$ cat src/rtl/mips_pkg.sv
`default_nettype none
// ============================================================================
// Module   : mips_pkg
// Purpose  : Shared opcode/funct values, controller state encodings and
//            datapath select constants for the multicycle MIPS-lite core.
// Revision : 1.0 - initial release
// ============================================================================
package mips_pkg;

   // Opcodes (IR[31:26])
   localparam logic [5:0] OP_RTYPE = 6'b000000;
   localparam logic [5:0] OP_ORI   = 6'b001101;
   localparam logic [5:0] OP_LW    = 6'b100011;
   localparam logic [5:0] OP_SW    = 6'b101011;
   localparam logic [5:0] OP_BEQ   = 6'b000100;
   localparam logic [5:0] OP_LUI   = 6'b001111;
   localparam logic [5:0] OP_J     = 6'b000010;

   // R-type function codes (IR[5:0])
   localparam logic [5:0] FN_ADDU  = 6'b100001;
   localparam logic [5:0] FN_SUBU  = 6'b100011;

   // Controller state encodings
   localparam logic [2:0] S_FETCH  = 3'd0;
   localparam logic [2:0] S_DCD    = 3'd1;
   localparam logic [2:0] S_EXE    = 3'd2;
   localparam logic [2:0] S_MRD    = 3'd3;
   localparam logic [2:0] S_MWR    = 3'd4;
   localparam logic [2:0] S_WB     = 3'd5;
   localparam logic [2:0] S_HALT   = 3'd7;

   // ALU operation select
   localparam logic [1:0] ALU_ADD  = 2'd0;
   localparam logic [1:0] ALU_SUB  = 2'd1;
   localparam logic [1:0] ALU_OR   = 2'd2;

   // PC source select
   localparam logic [1:0] PCSRC_PC4 = 2'd0;
   localparam logic [1:0] PCSRC_BR  = 2'd1;
   localparam logic [1:0] PCSRC_JMP = 2'd2;

   // Register write-data select
   localparam logic [1:0] WDSEL_ALU = 2'd0;
   localparam logic [1:0] WDSEL_MEM = 2'd1;
   localparam logic [1:0] WDSEL_LUI = 2'd2;

endpackage : mips_pkg
`default_nettype wire

$ cat src/rtl/mc_decode.sv
`default_nettype none
// ============================================================================
// Module   : mc_decode
// Purpose  : Combinational opcode/funct to instruction-class decoder.
// Revision : 1.0 - initial release
// ============================================================================
module mc_decode
   import mips_pkg::*;
(
   input  logic [5:0] op,
   input  logic [5:0] funct,
   output logic       is_r,
   output logic       is_addu,
   output logic       is_subu,
   output logic       is_ori,
   output logic       is_lui,
   output logic       is_lw,
   output logic       is_sw,
   output logic       is_beq,
   output logic       is_j,
   output logic       is_illegal,
   output logic       ext_sign
);

   assign is_r    = (op == OP_RTYPE);
   assign is_addu = is_r && (funct == FN_ADDU);
   assign is_subu = is_r && (funct == FN_SUBU);
   assign is_ori  = (op == OP_ORI);
   assign is_lui  = (op == OP_LUI);
   assign is_lw   = (op == OP_LW);
   assign is_sw   = (op == OP_SW);
   assign is_beq  = (op == OP_BEQ);
   assign is_j    = (op == OP_J);

   // Anything outside the supported set, including R-type with an unknown funct
   assign is_illegal = ~(is_addu | is_subu | is_ori | is_lui |
                         is_lw | is_sw | is_beq | is_j);

   // Address and branch-offset arithmetic needs the sign-extended immediate
   assign ext_sign = is_lw | is_sw | is_beq;

endmodule : mc_decode
`default_nettype wire

$ cat src/rtl/mc_ctrl.sv
`default_nettype none
// ============================================================================
// Module   : mc_ctrl
// Purpose  : Multicycle control FSM for the MIPS-lite core. Sequences
//            fetch/decode/execute/memory/writeback and drives all datapath
//            enables and mux selects.
// Revision : 1.0 - initial release
// ============================================================================
module mc_ctrl
   import mips_pkg::*;
#(
   parameter int ILLEGAL_TRAP = 0
)(
   input  logic       clk,
   input  logic       reset,
   input  logic [5:0] op,
   input  logic [5:0] funct,
   input  logic       zero,
   input  logic       mem_ready,
   output logic       pc_wr,
   output logic [1:0] pc_src,
   output logic       ir_wr,
   output logic       mem_req,
   output logic       mem_wr,
   output logic       i_or_d,
   output logic       extcon,
   output logic       alu_src,
   output logic [1:0] alu_op,
   output logic       reg_wr,
   output logic       reg_dst,
   output logic [1:0] wd_sel,
   output logic       instr_done,
   output logic       illegal,
   output logic [2:0] state_o
);

   logic [2:0] r_state;
   logic [2:0] w_next;

   logic w_is_r, w_is_addu, w_is_subu, w_is_ori, w_is_lui;
   logic w_is_lw, w_is_sw, w_is_beq, w_is_j, w_is_illegal, w_ext_sign;
   logic w_trap;

   logic       w_pc_wr, w_ir_wr, w_mem_req, w_mem_wr, w_i_or_d, w_extcon;
   logic       w_alu_src, w_reg_wr, w_reg_dst, w_instr_done, w_illegal;
   logic [1:0] w_pc_src, w_alu_op, w_wd_sel;

   mc_decode u_decode (
      .op         (op),
      .funct      (funct),
      .is_r       (w_is_r),
      .is_addu    (w_is_addu),
      .is_subu    (w_is_subu),
      .is_ori     (w_is_ori),
      .is_lui     (w_is_lui),
      .is_lw      (w_is_lw),
      .is_sw      (w_is_sw),
      .is_beq     (w_is_beq),
      .is_j       (w_is_j),
      .is_illegal (w_is_illegal),
      .ext_sign   (w_ext_sign)
   );

   // Illegal opcodes either park the core or retire as a NOP
   generate
      if (ILLEGAL_TRAP != 0) begin : g_trap
         assign w_trap = 1'b1;
      end else begin : g_notrap
         assign w_trap = 1'b0;
      end
   endgenerate

   // State register; reset aborts any instruction in flight
   always_ff @(posedge clk) begin
      if (reset) r_state <= S_FETCH;
      else       r_state <= w_next;
   end

   // Next-state and output decode from current state and instruction class
   always_comb begin
      w_next       = r_state;
      w_pc_wr      = 1'b0;
      w_pc_src     = PCSRC_PC4;
      w_ir_wr      = 1'b0;
      w_mem_req    = 1'b0;
      w_mem_wr     = 1'b0;
      w_i_or_d     = 1'b0;
      w_extcon     = 1'b0;
      w_alu_src    = 1'b0;
      w_alu_op     = ALU_ADD;
      w_reg_wr     = 1'b0;
      w_reg_dst    = 1'b0;
      w_wd_sel     = WDSEL_ALU;
      w_instr_done = 1'b0;
      w_illegal    = 1'b0;
      case (r_state)
         S_FETCH: begin
            w_mem_req = 1'b1;
            if (mem_ready) begin
               w_ir_wr  = 1'b1;
               w_pc_wr  = 1'b1;
               w_pc_src = PCSRC_PC4;
               w_next   = S_DCD;
            end
         end
         S_DCD: begin
            if (w_is_j) begin
               w_pc_wr      = 1'b1;
               w_pc_src     = PCSRC_JMP;
               w_instr_done = 1'b1;
               w_next       = S_FETCH;
            end else if (w_is_illegal) begin
               w_illegal = 1'b1;
               if (w_trap) begin
                  w_next = S_HALT;
               end else begin
                  w_instr_done = 1'b1;
                  w_next       = S_FETCH;
               end
            end else begin
               w_next = S_EXE;
            end
         end
         S_EXE: begin
            // Extender select is held from here until the instruction retires
            w_extcon = w_ext_sign;
            if (w_is_addu || w_is_subu) begin
               w_alu_src = 1'b0;
               w_alu_op  = w_is_subu ? ALU_SUB : ALU_ADD;
               w_next    = S_WB;
            end else if (w_is_ori) begin
               w_alu_src = 1'b1;
               w_alu_op  = ALU_OR;
               w_next    = S_WB;
            end else if (w_is_lui) begin
               w_next = S_WB;
            end else if (w_is_lw || w_is_sw) begin
               w_alu_src = 1'b1;
               w_alu_op  = ALU_ADD;
               w_next    = w_is_lw ? S_MRD : S_MWR;
            end else if (w_is_beq) begin
               w_alu_src    = 1'b0;
               w_alu_op     = ALU_SUB;
               w_instr_done = 1'b1;
               w_next       = S_FETCH;
               if (zero) begin
                  w_pc_wr  = 1'b1;
                  w_pc_src = PCSRC_BR;
               end
            end else begin
               w_next = S_FETCH;
            end
         end
         S_MRD: begin
            w_mem_req = 1'b1;
            w_i_or_d  = 1'b1;
            w_extcon  = 1'b1;
            w_alu_src = 1'b1;
            if (mem_ready) w_next = S_WB;
         end
         S_MWR: begin
            w_mem_req = 1'b1;
            w_mem_wr  = 1'b1;
            w_i_or_d  = 1'b1;
            w_extcon  = 1'b1;
            w_alu_src = 1'b1;
            if (mem_ready) begin
               w_instr_done = 1'b1;
               w_next       = S_FETCH;
            end
         end
         S_WB: begin
            w_reg_wr     = 1'b1;
            w_instr_done = 1'b1;
            w_extcon     = w_ext_sign;
            w_next       = S_FETCH;
            if (w_is_r) begin
               w_reg_dst = 1'b1;
               w_wd_sel  = WDSEL_ALU;
            end else if (w_is_ori) begin
               w_alu_src = 1'b1;
               w_alu_op  = ALU_OR;
               w_wd_sel  = WDSEL_ALU;
            end else if (w_is_lui) begin
               w_wd_sel = WDSEL_LUI;
            end else if (w_is_lw) begin
               w_wd_sel = WDSEL_MEM;
            end
         end
         S_HALT: begin
            w_next = S_HALT;
         end
         default: begin
            w_next = S_FETCH;
         end
      endcase
   end

   // All outputs forced low while reset is asserted
   assign pc_wr      = w_pc_wr      & ~reset;
   assign pc_src     = reset ? 2'd0 : w_pc_src;
   assign ir_wr      = w_ir_wr      & ~reset;
   assign mem_req    = w_mem_req    & ~reset;
   assign mem_wr     = w_mem_wr     & ~reset;
   assign i_or_d     = w_i_or_d     & ~reset;
   assign extcon     = w_extcon     & ~reset;
   assign alu_src    = w_alu_src    & ~reset;
   assign alu_op     = reset ? 2'd0 : w_alu_op;
   assign reg_wr     = w_reg_wr     & ~reset;
   assign reg_dst    = w_reg_dst    & ~reset;
   assign wd_sel     = reset ? 2'd0 : w_wd_sel;
   assign instr_done = w_instr_done & ~reset;
   assign illegal    = w_illegal    & ~reset;
   assign state_o    = reset ? 3'd0 : r_state;

endmodule : mc_ctrl
`default_nettype wire

$ cat config.mk
export PLATFORM = sky130hd
export DESIGN_NAME = mc_ctrl
export DESIGN_NICKNAME = d
export VERILOG_FILES = /design/src/rtl/mips_pkg.sv /design/src/rtl/mc_decode.sv /design/src/rtl/mc_ctrl.sv
export SDC_FILE = /design/constraint.sdc
export NUM_CORES = 1
export LEC_CHECK = 0
export CORE_MARGIN = 8
export CORE_UTILIZATION = 30
export DETAILED_ROUTE_END_ITERATION = 12
export PLACE_DENSITY_LB_ADDON = 0.15
export SLEW_MARGIN = 20
export SYNTH_ARGS = -nofsm -noshare
export SYNTH_HDL_FRONTEND = slang
export SYNTH_HIERARCHICAL = 1
export SYNTH_SLANG_ARGS = --single-unit
$ cat constraint.sdc
create_clock -name clk -period 2.55 [get_ports clk]
set_clock_uncertainty 0.15 [all_clocks]
set_input_delay 0.51 -clock clk [delete_from_list [all_inputs] [get_ports clk]]
set_output_delay 0.51 -clock clk [all_outputs]
set_load 0.02 [all_outputs]
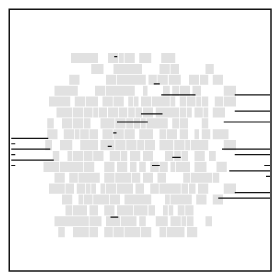
Fig. 1. Signal wires on met3 (run 1).
Scale: 4 px per um. Cells faint in the background.
The wires run mostly horizontal. The layer carries 140 um of wire. 23 nets have wire on it. The longest straight run is 12.7 um. The layer holds 4.2% of the routed length.
Total Wirelength: 3315 um
grt met3 use: 1.890%

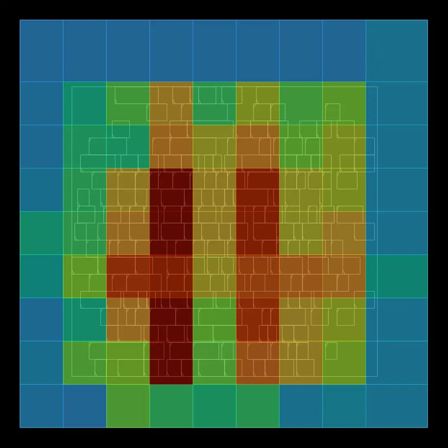
Fig. 2. Routing congestion (run 1).
met1 GRT Util: 15.68%
GRT Total Usage: 14.82%

==> qor.txt, run 1 <==
CLK BUF = 4
Status = finished with violations
Worst-path cell chain = buf_6 -> nor4b_4 -> nand4_1 -> nor2_2 -> nor4_2 -> and3_1 -> and3_4 -> o21bai_4 -> buf_6
Number of flip-flops in the largest register = 3
Row count = 17
Port bufs = 35
Async SR Flop Fraction = 0%
Clock-cell share of area = 1.706%
Clk pwr = 83.9 uW
RSZ-0062 raised after global routing = yes
Ys flop type = dfxtp_1
Hold endpoint = r_state[0]$_SDFFE_PP0P_
Most frequent CP cell = buf_6
Die H = 65.06 um
Top cell excl fill/tap = buf_4
Synthesized area = 721.9 um^2
Clock sink total = 3
Final hold vios = 0
MI comb area = 730.7 um^2
# Cells Yosys = 115
Synth area leaders = dfxtp_1 (8.3%), a21oi_1 (7.6%), nor2_1 (7.3%)
Worst slew pin tran = 0.4678 ns
CTS buffer count = 3
Yosys warns = 6
P_seq = 51.3 uW
Tcrit/Tclk final = 106.3%
DR WL met3 = 140 um
Final hold slack = 0.5839 ns
H-tree depth = 1
Avg Vias per Cell = 5.237
Placed insts = 207
Critical path launch point = funct[4]
Maximum VDD drop = 158.6 uV
Clk root buf = clkbuf_4
Final worst slack = -0.1615 ns
Biggest consumer = combinational logic
Combinational share of power = 47.4%
Critical path data arrival time = 2.05 ns
Most Crowded Layer GR = met2
Regs by FF count = r_state x3
Largest register by flop count = r_state
M1 WL = 1290 um
Slowest stage delay, CP = 0.25 ns
Worst reg2reg setup slack = 0.93 ns
Initial antenna violation count = 0
Largest net degree at the start of global routing = 13
Number of non-clock buffers in the layout = 83
Worst-path fanout max = 3
Synth cell types = 41
CP Buf/Inv Count = 2
# fillers = 200
Layout cells sized above 1 = 51.02%
Final core utilization = 68.31%
Die Span X = 65.06 um
Critical Path End = pc_wr
Wire length of the first global-routing pass = 5209 um
Worst hold start = r_state[0]$_SDFFE_PP0P_
Minimum clock period = 2.712 ns
Clock share of power = 32.6%
Sw Share = 33.95%
Vias in the first global route = 1202
P per Cell Area = 166.9 nW/um^2
Worst reg2reg path startpoint = r_state[0]$_SDFFE_PP0P_
GR Overflow Total = 0
Yosys Chip Area = 721.9 um^2
Well Taps = 28
Cells on Worst Hold Path = 4
Top delay family on crit path = simple AND/OR/NAND/NOR gates
Required time worst endpoint = 1.89 ns
P_int = 169.8 uW
Met2 Use GR = 28.94%
Buffer share of cell area = 42.73%
DR DRC count = 0
Area leader, netlist = dfxtp_1
Syn_nets = 132
Gpl congestion = 0.8622
CP endpoint kind = output pin
Logic power comb = 122 uW
HP Class = flop to flop
Leak = 0.7353 nW
Failing checks = setup timing
Depth of the most critical reg-to-reg path = 5
Comb/total area = 47.44%
Most numerous cell in the Yosys netlist = nor2_1
Pins over their slew limit = 0
Crit Path Class = input pin to output pin
Antenna cells = 0
Number of enable flip-flop cells = 0
Reg clk slew, reported paths = 0.04 ns
Floorplan Utilization = 32.02%
Die Size = 4232 um^2
Iteration-0 DRC count of the detailed router = 39
Crit-path slowest cell = nor4b_4
Top-area cell share = 8.319%
DR top layer = met4
Top cells excl fill/tap = buf_4 (49), a21oi_1 (10), buf_6 (9), dlygate4sd2_1 (9)
Post-synth top cells = nor2_1 (14), a21oi_1 (11), nor3_1 (8), inv_1 (7), nand2_1 (7)
Routed met2 length = 1826 um
Inverters, non-clock = 8
Final net count = 214
Final setup violation count = 5
Area growth syn-to-layout = 113.3%
Final TNS setup = -0.6016 ns
Critical path launch point type = input pin
Io pins = 36
P_sw = 87.27 uW
Critical path depth in cells = 9
DRT Pass-1 Iters = 4
Routed Antenna Nets = 0
Reg area = 60.06 um^2
Clk buf depth = 2
OpenROAD warning count = 28
Core area = 2255 um^2
Sequential cell count = 3
Synthesized flop and latch total = 3
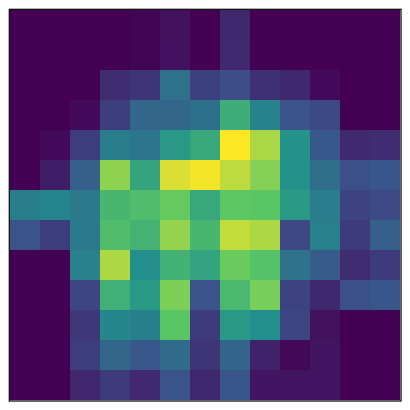
Fig. 3. Signal metal coverage by tile (run 1).
Scale: 6 px per um. The die is cut into 13 by 13 equal tiles; dark purple is low, yellow is high, scaled to the fullest tile. Values are wire area over tile area, all layers added.
The mean over all tiles is 0.12. The densest ninth of the die: middle. The fullest tile reaches 0.45. 29% of the tiles are nearly empty. The emptiest ninth of the die: top left. 23% of the tiles are over half the peak.
wire per inst: 14.80 um
Vias: 1173

## run 1: logic make-up after synthesis
| group | share of synthesized area (%) |
|---|---|
| adders and majority gates | 1.733 |
| xor gates and xnor gates | 2.427 |
| and+or+nand+nor | 52.34 |
| AOI/OAI and AO/OA | 26.00 |
| buffers and inverters | 9.185 |
| DFF | 8.319 |
## run 1: per-stage QoR
stage	area (um^2)	worst slack, ns
after global placement	1349	-0.9780
after global routing	1540	-0.2261
after detailed placement	1349	-0.9832
final	1540	-0.1615
after floorplan	737.0	0.003727
after CTS	1469	-0.09297
## run 1: timing repair
action / 4_1_cts / 5_1_grt
pin swaps: 14 / 15
gates resized: 114 / 30
setup endpoints to repair: 20 / 14
buffers inserted: 14 / 3
==> run 2: changes to the inputs <==
--- a/config.mk
+++ b/config.mk
@@ -7,6 +7,7 @@
 export LEC_CHECK = 0
 export CORE_MARGIN = 8
 export CORE_UTILIZATION = 30
+export CTS_BUF_LIST = sky130_fd_sc_hd__clkbuf_4
 export DETAILED_ROUTE_END_ITERATION = 12
 export PLACE_DENSITY_LB_ADDON = 0.15
 export SLEW_MARGIN = 20
==> qor.txt, run 2 <==
Status = finished with violations (unchanged)
Failing checks = setup timing (unchanged)
Port bufs = 35 (unchanged)
Syn_nets = 132 (unchanged)
Yosys warns = 6 (unchanged)
Largest register by flop count = r_state (unchanged)
Leak = 0.7565 nW (was 0.7353 nW)
CTS resizes = 114 (unchanged)
Postcts setup bufs = 14 (unchanged)
HP Class = flop to flop (unchanged)
Synth area leaders = dfxtp_1 (8.3%), a21oi_1 (7.6%), nor2_1 (7.3%) (unchanged)
Core area = 2255 um^2 (unchanged)
P_seq = 51.5 uW (was 51.3 uW)
Die Span X = 65.06 um (unchanged)
Maximum VDD drop = 153.8 uV (was 158.6 uV)
Synth cell types = 41 (unchanged)
Synthesized area = 721.9 um^2 (unchanged)
Crit-path slowest cell = nor4b_4 (unchanged)
Row count = 17 (unchanged)
Critical path depth in cells = 10 (was 9)
DR top layer = met4 (unchanged)
Final setup violation count = 6 (was 5)
Worst-path fanout max = 3 (unchanged)
Pins over their slew limit = 0 (unchanged)
Most Crowded Layer GR = met2 (unchanged)
Top-area cell share = 8.319% (unchanged)
P_sw = 87.27 uW (about the same)
Critical path data arrival time = 2.12 ns (was 2.05 ns)
Ys flop type = dfxtp_1 (unchanged)
Clk buf depth = 2 (unchanged)
Tcrit/Tclk final = 109.2% (was 106.3%)
Final net count = 216 (was 214)
DP Wirelength = 2348 um (unchanged)
Antenna cells = 0 (unchanged)
Final worst slack = -0.2343 ns (was -0.1615 ns)
Placed insts = 207 (unchanged)
OpenROAD warning count = 28 (unchanged)
GR Overflow Total = 0 (unchanged)
Gpl congestion = 0.8622 (unchanged)
Critical path launch point type = input pin (unchanged)
Worst hold start = r_state[0]$_SDFFE_PP0P_ (unchanged)
Number of flip-flops in the largest register = 3 (unchanged)
Required time worst endpoint = 1.89 ns (about the same)
H-tree depth = 1 (unchanged)
Async SR Flop Fraction = 0% (unchanged)
Io pins = 36 (unchanged)
Crit Path Class = input pin to output pin (unchanged)
Yosys Chip Area = 721.9 um^2 (unchanged)
Largest net degree at the start of global routing = 13 (unchanged)
Critical path launch point = funct[4] (unchanged)
Wire length of the first global-routing pass = 5181 um (was 5209 um)
Floorplan Utilization = 32.02% (unchanged)
DP Area = 1349 um^2 (unchanged)
Die Size = 4232 um^2 (unchanged)
Depth of the most critical reg-to-reg path = 5 (unchanged)
Combinational share of power = 46.0% (was 47.4%)
DRT Pass-1 Iters = 4 (unchanged)
Critical Path End = instr_done (was pc_wr)
P_int = 180.4 uW (was 169.8 uW)
Dpl ws = -0.9832 ns (unchanged)
Cells on Worst Hold Path = 4 (unchanged)
DR DRC count = 0 (unchanged)
Avg Vias per Cell = 5.279 (was 5.237)
Slowest stage delay, CP = 0.25 ns (about the same)
Vias in the first global route = 1204 (was 1202)
Clock sink total = 3 (unchanged)
Final hold slack = 0.5931 ns (was 0.5839 ns)
Routed met2 length = 1915 um (was 1826 um)
Clk pwr = 93.2 uW (was 83.9 uW)
Worst-path cell chain = buf_6 -> nor4b_4 -> nand4_1 -> buf_4 -> o311a_1 -> o21ai_1 -> a21oi_1 -> a31oi_1 -> nor3_2 -> buf_4 (was buf_6 -> nor4b_4 -> nand4_1 -> nor2_2 -> nor4_2 -> and3_1 -> and3_4 -> o21bai_4 -> buf_6)
Met1 GRT Util = 15.58% (was 15.68%)
Routed Antenna Nets = 0 (unchanged)
Logic power comb = 123 uW (was 122 uW)
Final hold vios = 0 (unchanged)
Minimum clock period = 2.784 ns (was 2.712 ns)
Clock share of power = 34.8% (was 32.6%)
Worst reg2reg path startpoint = r_state[0]$_SDFFE_PP0P_ (unchanged)
Regs by FF count = r_state x3 (unchanged)
CTS buffer count = 3 (unchanged)
Final TNS setup = -0.6869 ns (was -0.6016 ns)
Number of enable flip-flop cells = 0 (unchanged)
Top cells excl fill/tap = buf_4 (50), buf_6 (11), a21oi_1 (10) (was buf_4 (49), a21oi_1 (10), buf_6 (9), dlygate4sd2_1 (9))
M1 WL = 1302 um (was 1290 um)
Biggest consumer = combinational logic (unchanged)
CP endpoint kind = output pin (unchanged)
Worst reg2reg setup slack = 0.91 ns (was 0.93 ns)
Hold endpoint = r_state[0]$_SDFFE_PP0P_ (unchanged)
Top cell excl fill/tap = buf_4 (unchanged)
Top delay family on crit path = AND-OR/OR-AND gates (was simple AND/OR/NAND/NOR gates)
Most frequent CP cell = buf_4 (was buf_6)
Clk root buf = clkbuf_4 (unchanged)
run 2: tightest hold or removal path, stage by stage (launching register included):
cell,delay (ns)
dfxtp_1,0.43
nand2_1,0.10
a21oi_1,0.05
o21ai_0,0.06
a21oi_1,0.04
run 2: logic make-up after synthesis:
family / share of synthesized area, %
adder cells (fa/ha/maj): 1.733
flip-flops: 8.319
buffers and inverters: 9.185
AND-OR/OR-AND: 26.00
XOR/XNOR: 2.427
AND/OR/NAND/NOR: 52.34
run 2: area by class of cell:
| type | count | area, um^2 | share of cell area [%] |
|---|---|---|---|
| clock buffers | 4 | 30.03 | 1.917 |
| well taps | 28 | 35.03 | 2.236 |
| multi-input cells | 98 | 738.2 | 47.12 |
| inverters | 8 | 30.03 | 1.917 |
| repair buffers | 85 | 673.1 | 42.97 |
| flip-flops and latches | 3 | 60.06 | 3.834 |
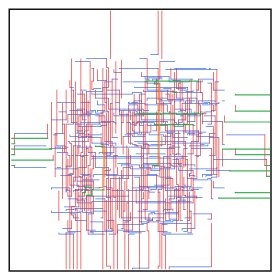
Fig. 4. Signal wires by layer (run 2).
Scale: 4 px per um.
Key: blue = met1 [wire length 1300 um]; green = met3 [wire length 167 um]; red = met2 [wire length 1920 um]; orange = met4 [wire length 31.3 um]
GRT Total Usage: 14.65%
Vias: 1193

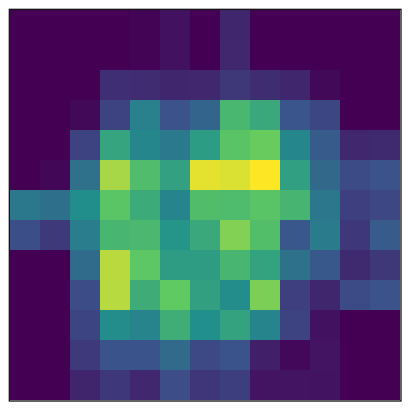
Fig. 5. Signal metal coverage by tile (run 2).
Scale: 6 px per um. The die is cut into 13 by 13 equal tiles; dark purple is low, yellow is high, scaled to the fullest tile. Values are wire area over tile area, all layers added.
30% of the tiles are nearly empty. The densest ninth of the die: middle. The emptiest ninth of the die: top left. The fullest tile reaches 0.47.
wire per inst: 15.12 um
Total Wirelength: 3417 um

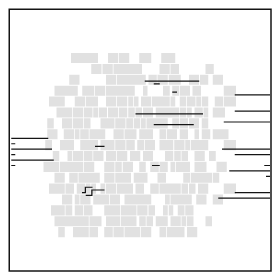
Fig. 6. Signal wires on met3 (run 2).
Scale: 4 px per um. Cells faint in the background.
The layer holds 4.9% of the routed length. 23 nets have wire on it. The longest straight run is 16.6 um. The layer carries 167 um of wire. The wires run mostly horizontal.
grt met3 use: 1.375%

==> run 3: changes to the inputs <==
--- a/config.mk
+++ b/config.mk
@@ -9,9 +9,10 @@
 export CORE_UTILIZATION = 30
 export CTS_BUF_LIST = sky130_fd_sc_hd__clkbuf_4
 export DETAILED_ROUTE_END_ITERATION = 12
-export PLACE_DENSITY_LB_ADDON = 0.15
+export PLACE_DENSITY = 0.63
 export SLEW_MARGIN = 20
 export SYNTH_ARGS = -nofsm -noshare
 export SYNTH_HDL_FRONTEND = slang
 export SYNTH_HIERARCHICAL = 1
 export SYNTH_SLANG_ARGS = --single-unit
+export TNS_END_PERCENT = 100
==> qor.txt, run 3 <==
Top non-seq family = simple AND/OR/NAND/NOR gates (unchanged)
OpenROAD warning count = 28 (unchanged)
Worst reg2reg setup slack = 0.95 ns (was 0.91 ns)
# Cells Yosys = 115 (unchanged)
Grt met3 use = 4.639% (was 1.375%)
Final hold slack = 0.6216 ns (was 0.5931 ns)
Failing checks = setup timing (unchanged)
Synthesized flop and latch total = 3 (unchanged)
Dpl ws = -0.9500 ns (was -0.9832 ns)
Core area = 2255 um^2 (unchanged)
Critical path data arrival time = 2.10 ns (was 2.12 ns)
Top cells excl fill/tap = buf_4 (54), buf_6 (12), a21oi_1 (9), dlygate4sd2_1 (9), nor2_1 (8) (was buf_4 (50), buf_6 (11), a21oi_1 (10))
Top-area cell share = 8.319% (unchanged)
Die Size = 4232 um^2 (unchanged)
Avg Vias per Cell = 5.470 (was 5.279)
Sw Share = 35.06% (was 32.60%)
Worst-path fanout max = 3 (unchanged)
DR DRC count = 0 (unchanged)
Largest register by flop count = r_state (unchanged)
Row count = 17 (unchanged)
Final worst slack = -0.2107 ns (was -0.2343 ns)
Die Span X = 65.06 um (unchanged)
# fillers = 173 (was 198)
Synth area leaders = dfxtp_1 (8.3%), a21oi_1 (7.6%), nor2_1 (7.3%) (unchanged)
CTS buffer count = 3 (unchanged)
Crit-path slowest cell = nor4b_4 (unchanged)
P_seq = 51.5 uW (about the same)
Inverters, non-clock = 8 (unchanged)
Vias in the first global route = 1284 (was 1204)
Synth Area in XOR/XNOR = 2.426% (unchanged)
Routed met2 length = 2045 um (was 1915 um)
Worst slew pin tran = 0.4159 ns (was 0.4703 ns)
Most frequent CP cell = buf_6 (was buf_4)
Leak = 0.7701 nW (was 0.7565 nW)
Logic power comb = 136 uW (was 123 uW)
Sequential power share = 17.9% (was 19.2%)
Final setup violation count = 12 (was 6)
Clock-cell share of area = 1.806% (was 1.917%)
Antenna cells = 0 (unchanged)
DP Wirelength = 2478 um (was 2348 um)
Critical path launch point type = input pin (unchanged)
H-tree depth = 1 (unchanged)
Number of enable flip-flop cells = 0 (unchanged)
DR top layer = met4 (unchanged)
Number of non-clock buffers in the layout = 89 (was 85)
Adder-cell share of the synthesized area = 1.733% (unchanged)
Reg clk slew, reported paths = 0.05 ns (was 0.04 ns)
Worst hold start = r_state[0]$_SDFFE_PP0P_ (unchanged)
CLK BUF = 4 (unchanged)
Io pins = 36 (unchanged)
Number of flip-flops in the largest register = 3 (unchanged)
CP endpoint kind = output pin (unchanged)
Area growth syn-to-layout = 130.3% (was 117.0%)
Buffer share of cell area = 44.09% (was 42.97%)
RSZ-0062 raised after global routing = yes (unchanged)
Status = finished with violations (unchanged)
Worst-path cell chain = buf_6 -> nor4b_4 -> nand4_1 -> nor2_2 -> nor4_4 -> and3_4 -> buf_6 -> a31oi_4 -> nor3_2 -> buf_4 (was buf_6 -> nor4b_4 -> nand4_1 -> buf_4 -> o311a_1 -> o21ai_1 -> a21oi_1 -> a31oi_1 -> nor3_2 -> buf_4)
Clock sink total = 3 (unchanged)
Critical path launch point = funct[4] (unchanged)
Flop share of the area = 3.612% (was 3.834%)
Final TNS setup = -1.006 ns (was -0.6869 ns)
Regs by FF count = r_state x3 (unchanged)
Critical path depth in cells = 10 (unchanged)
Gpl congestion = 0.9365 (was 0.8622)
P_sw = 101.0 uW (was 87.27 uW)
GR Overflow Total = 0 (unchanged)
HP Class = flop to flop (unchanged)
Yosys Chip Area = 721.9 um^2 (unchanged)
Yosys warns = 6 (unchanged)
Required time worst endpoint = 1.89 ns (about the same)
Worst reg2reg path startpoint = r_state[0]$_SDFFE_PP0P_ (unchanged)
Critical Path End = instr_done (unchanged)
Async SR Flop Fraction = 0% (unchanged)
Area leader, netlist = dfxtp_1 (unchanged)
Maximum VDD drop = 277.9 uV (was 153.8 uV)
Depth of the most critical reg-to-reg path = 3 (was 5)
Combinational share of power = 47.4% (was 46.0%)
Syn_nets = 132 (unchanged)
Biggest consumer = combinational logic (unchanged)
M1 WL = 1449 um (was 1302 um)
AO/OA Area Share = 26.00% (unchanged)
Routed Antenna Nets = 0 (unchanged)
Largest class = logic gates (unchanged)
Layout cells sized above 1 = 55.45% (was 53.03%)
Clock share of power = 34.8% (about the same)
CP Buf/Inv Count = 3 (unchanged)
Synth cell types = 41 (unchanged)
Crit Path Class = input pin to output pin (unchanged)
MI comb area = 774.5 um^2 (was 738.2 um^2)
Placed insts = 208 (was 207)
Tcrit/Tclk final = 108.3% (was 109.2%)
Basic Gates by Area = 52.34% (unchanged)
Comb/total area = 46.58% (was 47.12%)
Synthesized area = 721.9 um^2 (unchanged)
Final hold vios = 0 (unchanged)
Ys flop type = dfxtp_1 (unchanged)
Pins over their slew limit = 0 (unchanged)
Multiplexer share of the synthesized area = 0% (unchanged)
Cells on Worst Hold Path = 4 (unchanged)
Sequential cell count = 3 (unchanged)
Top cell excl fill/tap = buf_4 (unchanged)
Clk buf depth = 2 (unchanged)
Die H = 65.06 um (unchanged)
P_int = 187.1 uW (was 180.4 uW)
Wire length of the first global-routing pass = 5961 um (was 5181 um)
DR WL met3 = 246 um (was 167 um)
Initial antenna violation count = 0 (unchanged)
Clk pwr = 100 uW (was 93.2 uW)
Met1 GRT Util = 19.03% (was 15.58%)
Largest net degree at the start of global routing = 14 (was 13)
Final net count = 220 (was 216)
Port bufs = 35 (unchanged)
Floorplan Utilization = 32.02% (unchanged)
DP Area = 1356 um^2 (was 1349 um^2)
Comb_multi_in = 98 (unchanged)
Slowest stage delay, CP = 0.28 ns (was 0.25 ns)
Iteration-0 DRC count of the detailed router = 38 (was 36)
Top delay family on crit path = simple AND/OR/NAND/NOR gates (was AND-OR/OR-AND gates)
Post-synth top cells = nor2_1 (14), a21oi_1 (11), nor3_1 (8), inv_1 (7), nand2_1 (7) (unchanged)
Most numerous cell in the Yosys netlist = nor2_1 (unchanged)
Well Taps = 28 (unchanged)
Clk root buf = clkbuf_4 (unchanged)
Minimum clock period = 2.761 ns (was 2.784 ns)
==> run 3: how the worst min path moves through the flow <==
stage                              endpoint  slack [ns]
finish              r_state[0]$_SDFFE_PP0P_        0.62
floorplan           r_state[2]$_SDFFE_PP0P_        0.45
detailed placement  r_state[0]$_SDFFE_PP0P_        0.59
global placement    r_state[0]$_SDFFE_PP0P_        0.58
CTS                 r_state[0]$_SDFFE_PP0P_        0.61
global route        r_state[2]$_SDFFE_PP0P_        0.69
==> run 3: what timing repair did <==
action / in CTS / in global routing
endpoints found under the hold margin: 0 / 0
resized: 132 / 20
endpoints found under the setup margin: 20 / 15
pin swaps: 26 / 21
setup buffers: 16 / 6
hold buffers: 0 / 0
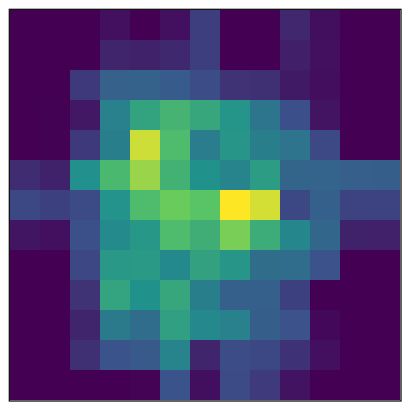
Fig. 7. Signal metal coverage by tile (run 3).
Scale: 6 px per um. The die is cut into 13 by 13 equal tiles; dark purple is low, yellow is high, scaled to the fullest tile. Values are wire area over tile area, all layers added.
31% of the tiles are nearly empty. 18% of the tiles are over half the peak. The mean over all tiles is 0.14. The fullest tile reaches 0.60. The densest ninth of the die: middle.
Vias: 1258
GRT Total Usage: 17.07%
Total Wirelength: 3755 um

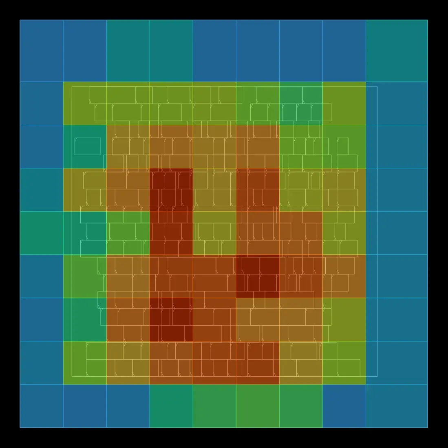
Fig. 8. Routing congestion (run 3).
Most Crowded Layer GR: met2
met2 Use GR: 31.80%
wire per inst: 16.33 um
final core utilization: 73.75%

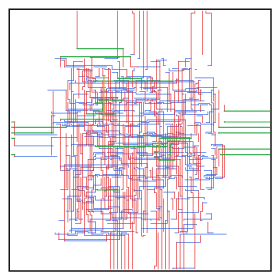
Fig. 9. Signal wires by layer (run 3).
Scale: 4 px per um.
Key: green = met3 [wire length 246 um]; blue = met1 [wire length 1450 um]; orange = met4 [wire length 14.3 um]; red = met2 [wire length 2050 um]

Power is estimated from default activity; no workload was simulated.
